--- config.mk ---
export PLATFORM = sky130hd
export DESIGN_NAME = msix_table
export DESIGN_NICKNAME = d
export VERILOG_FILES = /design/src/rtl/msix_table.sv
export SDC_FILE = /design/constraint.sdc
export NUM_CORES = 2
export LEC_CHECK = 0
export CAP_MARGIN = 20
export CORE_MARGIN = 4
export CORE_UTILIZATION = 35
export DETAILED_ROUTE_END_ITERATION = 8
export GPL_TIMING_DRIVEN = 0
export HOLD_SLACK_MARGIN = 0.05
export PLACE_DENSITY = 0.6
export SETUP_SLACK_MARGIN = 0.2
export SYNTH_ARGS = -nofsm -noshare
export SYNTH_HDL_FRONTEND = slang
export SYNTH_SLANG_ARGS = --single-unit
--- constraint.sdc ---
create_clock -name clk -period 76.6 [get_ports clk]
set_clock_uncertainty 0.15 [all_clocks]
set_input_delay 15.32 -clock clk [delete_from_list [all_inputs] [get_ports clk]]
set_output_delay 15.32 -clock clk [all_outputs]
set_load 0.01 [all_outputs]
--- src/rtl/msix_table.sv ---
// msix_table: MSI-X vector table and pending bit array behind a BAR window, with
// trigger arbitration against enable, function mask and per-vector mask.
module msix_table #(
  parameter int          NUM_MSIX          = 8,
  parameter int          MSIX_TABLE_BIR    = 0,
  parameter logic [31:0] MSIX_TABLE_OFFSET = 32'h2000,
  parameter int          MSIX_PBA_BIR      = 0,
  parameter logic [31:0] MSIX_PBA_OFFSET   = 32'h3000
) (
  input  logic        clk,
  input  logic        reset,
  input  logic [31:0] bar_addr,
  input  logic [2:0]  bar_index,
  input  logic [31:0] bar_wr_data,
  input  logic        bar_wr_en,
  input  logic [3:0]  bar_wr_be,
  input  logic        bar_rd_en,
  output logic [31:0] bar_rd_data,
  output logic        bar_access_match,
  input  logic        msix_enable,
  input  logic        msix_function_mask,
  output logic        msix_interrupt,
  output logic [10:0] msix_vector,
  input  logic        msix_interrupt_ack
);
  localparam int IW   = NUM_MSIX > 1 ? $clog2(NUM_MSIX) : 1;
  localparam int PBAN = (NUM_MSIX + 31) / 32;
  localparam int PW   = PBAN > 1 ? $clog2(PBAN) : 1;
  // Simulation-level event source: request is seen at exactly one posedge.
  logic        trig_valid  = 1'b0;
  logic [10:0] trig_vector = '0;
  task automatic trigger_interrupt(input logic [10:0] vector);
    @(negedge clk);
    trig_valid  = 1'b1;
    trig_vector = vector;
    @(negedge clk);
    trig_valid  = 1'b0;
  endtask
  logic [31:0]         addr_q [NUM_MSIX];
  logic [31:0]         data_q [NUM_MSIX];
  logic [31:0]         ctrl_q [NUM_MSIX];
  logic [NUM_MSIX-1:0] pend_q, pend_d;
  logic [32*PBAN-1:0]  pend_ext;
  logic [31:0]         rd_q, rd_d, tbl_rd, tbl_off, pba_off;
  logic                int_q, int_d, int_hold, trig_ok, deliver, table_hit, pba_hit;
  logic [10:0]         vec_q, vec_d;
  logic [IW-1:0]       ent, tidx;
  logic [1:0]          dw;
  logic [PW-1:0]       pw;
  assign tbl_off = bar_addr - MSIX_TABLE_OFFSET;
  assign pba_off = bar_addr - MSIX_PBA_OFFSET;
  assign table_hit = bar_index == 3'(MSIX_TABLE_BIR) && bar_addr >= MSIX_TABLE_OFFSET &&
                     tbl_off < 32'(16 * NUM_MSIX);
  assign pba_hit = bar_index == 3'(MSIX_PBA_BIR) && bar_addr >= MSIX_PBA_OFFSET &&
                   pba_off < 32'(4 * PBAN);
  assign bar_access_match = table_hit || pba_hit;
  assign ent = tbl_off[4 +: IW];
  assign dw  = tbl_off[3:2];
  assign pw  = pba_off[2 +: PW];
  always_comb begin
    pend_ext = '0;
    pend_ext[NUM_MSIX-1:0] = pend_q;
  end
  assign tbl_rd = dw == 2'd0 ? addr_q[ent] : dw == 2'd1 ? data_q[ent] : dw == 2'd2 ? ctrl_q[ent] : '0;
  assign rd_d = !bar_rd_en ? rd_q : table_hit ? tbl_rd : pba_hit ? pend_ext[32*pw +: 32] : '0;
  // Arbitration uses pre-edge mask/enable; a same-edge ack frees the slot.
  assign tidx     = trig_vector[IW-1:0];
  assign trig_ok  = trig_valid && msix_enable && {21'b0, trig_vector} < 32'(NUM_MSIX);
  assign int_hold = int_q && !msix_interrupt_ack;
  assign deliver  = trig_ok && !msix_function_mask && !ctrl_q[tidx][0] && !int_hold;
  assign int_d    = deliver || int_hold;
  assign vec_d    = deliver ? trig_vector : vec_q;
  always_comb begin
    pend_d = pend_q;
    if (trig_ok) pend_d[tidx] = !deliver;
  end
  always_ff @(posedge clk or posedge reset)
    if (reset) begin
      int_q  <= 1'b0;
      vec_q  <= '0;
      rd_q   <= '0;
      pend_q <= '0;
    end else begin
      int_q  <= int_d;
      vec_q  <= vec_d;
      rd_q   <= rd_d;
      pend_q <= pend_d;
    end
  for (genvar e = 0; e < NUM_MSIX; e++) begin : g_ent
    logic wr_hit;
    assign wr_hit = bar_wr_en && table_hit && ent == IW'(e);
    always_ff @(posedge clk or posedge reset)
      if (reset) begin
        addr_q[e] <= '0;
        data_q[e] <= '0;
        ctrl_q[e] <= 32'h1;
      end else if (wr_hit) begin
        for (int b = 0; b < 4; b++)
          if (bar_wr_be[b]) begin
            if (dw == 2'd0) addr_q[e][8*b +: 8] <= bar_wr_data[8*b +: 8];
            if (dw == 2'd1) data_q[e][8*b +: 8] <= bar_wr_data[8*b +: 8];
            if (dw == 2'd2) ctrl_q[e][8*b +: 8] <= bar_wr_data[8*b +: 8];
          end
      end
  end
  assign bar_rd_data    = rd_q;
  assign msix_interrupt = int_q;
  assign msix_vector    = vec_q;
endmodule

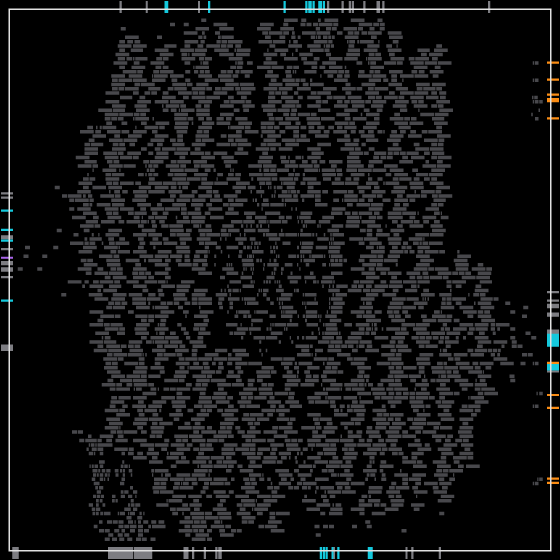
pinout.png
Pins as bars across the die edge, other pins in grey.
port	colour	pins	direction	edge
`msix_vector`	orange	11	output	right
`bar_wr_en`	purple	1	input	left
`bar_rd_data`	cyan	32	output	11 top, 9 right, 8 bottom, 4 left
all pins by edge	53 bottom, 29 right, 23 top, 18 left

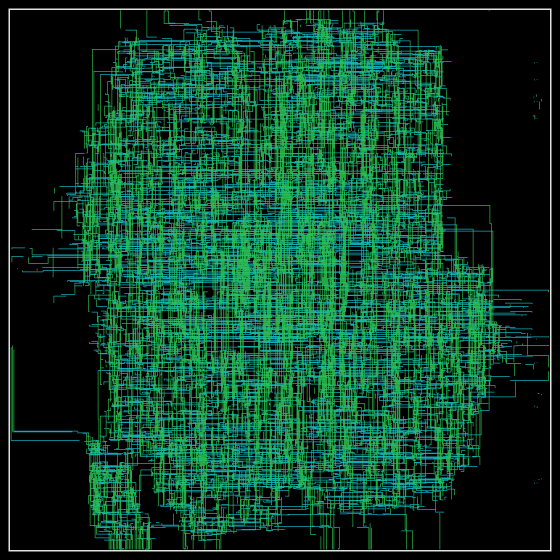
layers.png
Only two layers are drawn.
layer	colour	wire length
M1	cyan	54.9 mm
M2	green	61.8 mm

==> run notes <==
Results of the run.

The stage logs contain a warning count of 49. The total overflow reported by the global router is 0. The count of pins over their slew limit is 0. The logic gate fraction of the total cell area is 39.91%. The global routing usage on met3 is 4.297%.

Per the TritonCTS log, the buffer count is 84. The leading cell category by total area is registers. The share of synthesized area in the top cell type comes to 50.71%.

In the post-route analysis, the smallest setup slack over all paths is 42170 ps. The most frequent cell after synthesis is sky130_fd_sc_hd__dfrtp_1. In this run the top signal layer used is met4. The stage delay of the slowest cell on the critical path is 790 ps. The share of the core area taken by cells at floorplan is 35.31%. In this run the deepest clock path goes through 3 buffers. The via count is 24180. The worst relative slew slack is 19.61%. The leakage power in the latest report is 22.24 nW.

The total of max-cap violations is 0. The post-cts resize count is 0. The full die area is 0.1172 mm2.

Counting instances in the post-synthesis netlist gives the leading cell types as sky130_fd_sc_hd__dfrtp_1, sky130_fd_sc_hd__mux2_2, sky130_fd_sc_hd__mux4_2, sky130_fd_sc_hd__mux2_1, sky130_fd_sc_hd__clkbuf_1. The data arrival at the endpoint of the critical path is 18960 ps. The die span in x is 342.4 um. In the per-layer breakdown of the detailed-route log, met1 shows 54930 um.

Buffers inserted to repair hold after CTS numbered 0. The sequential share of cell area is 44.04%. The fraction of the mapped netlist area in simple logic gates is 8.195%. The routed length on met2 is 61760 um. The design received a total of 1488 well taps at floorplan. The iteration-0 DRC count of the detailed router is 1639. The total power consumption of the routed design is 895.8 uW.

The floorplan die height is 342.4 um. In the final layout, the share of cells above drive strength 1 is 42.73%. The post-synthesis adder-cell area fraction is 0.06395%. The flow ran to the end, and the final reports show no timing, DRC or antenna violations. The data required time at the worst endpoint is 61130 ps. Clock cells make up 6.155% of the layout cell area.

The post-route clock period utilization is 44.95%. The cell area that synthesis handed to floorplanning was 0.03913 mm2. The proportion of synthesized area in mux cells is 35.68%. Hold is met by 335.7 ps. The type of the setup path with the least slack is input pin to primary output.

The number of antenna violations at the first check in global routing is 5. The number of routed nets with antenna violations is 0. The post-route core utilization is 41.09%.

Yosys printed 0 warnings. The destination of the critical timing path is bar_access_match. The startpoint of the tightest hold check path is data_q[195].
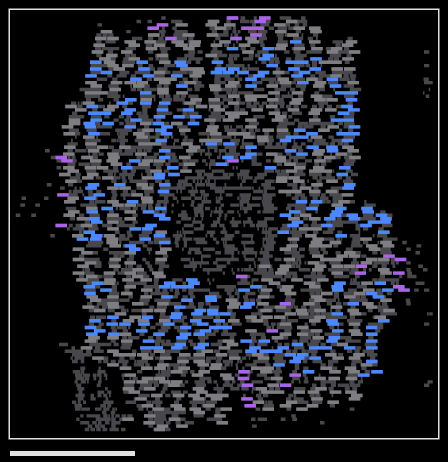
ff_map.png
Scale bar: 100 um.
name in the netlist	colour	placed flops
`addr_q`	blue	256
`bar_rd_data`	purple	32

Power and IR drop assume default switching activity.
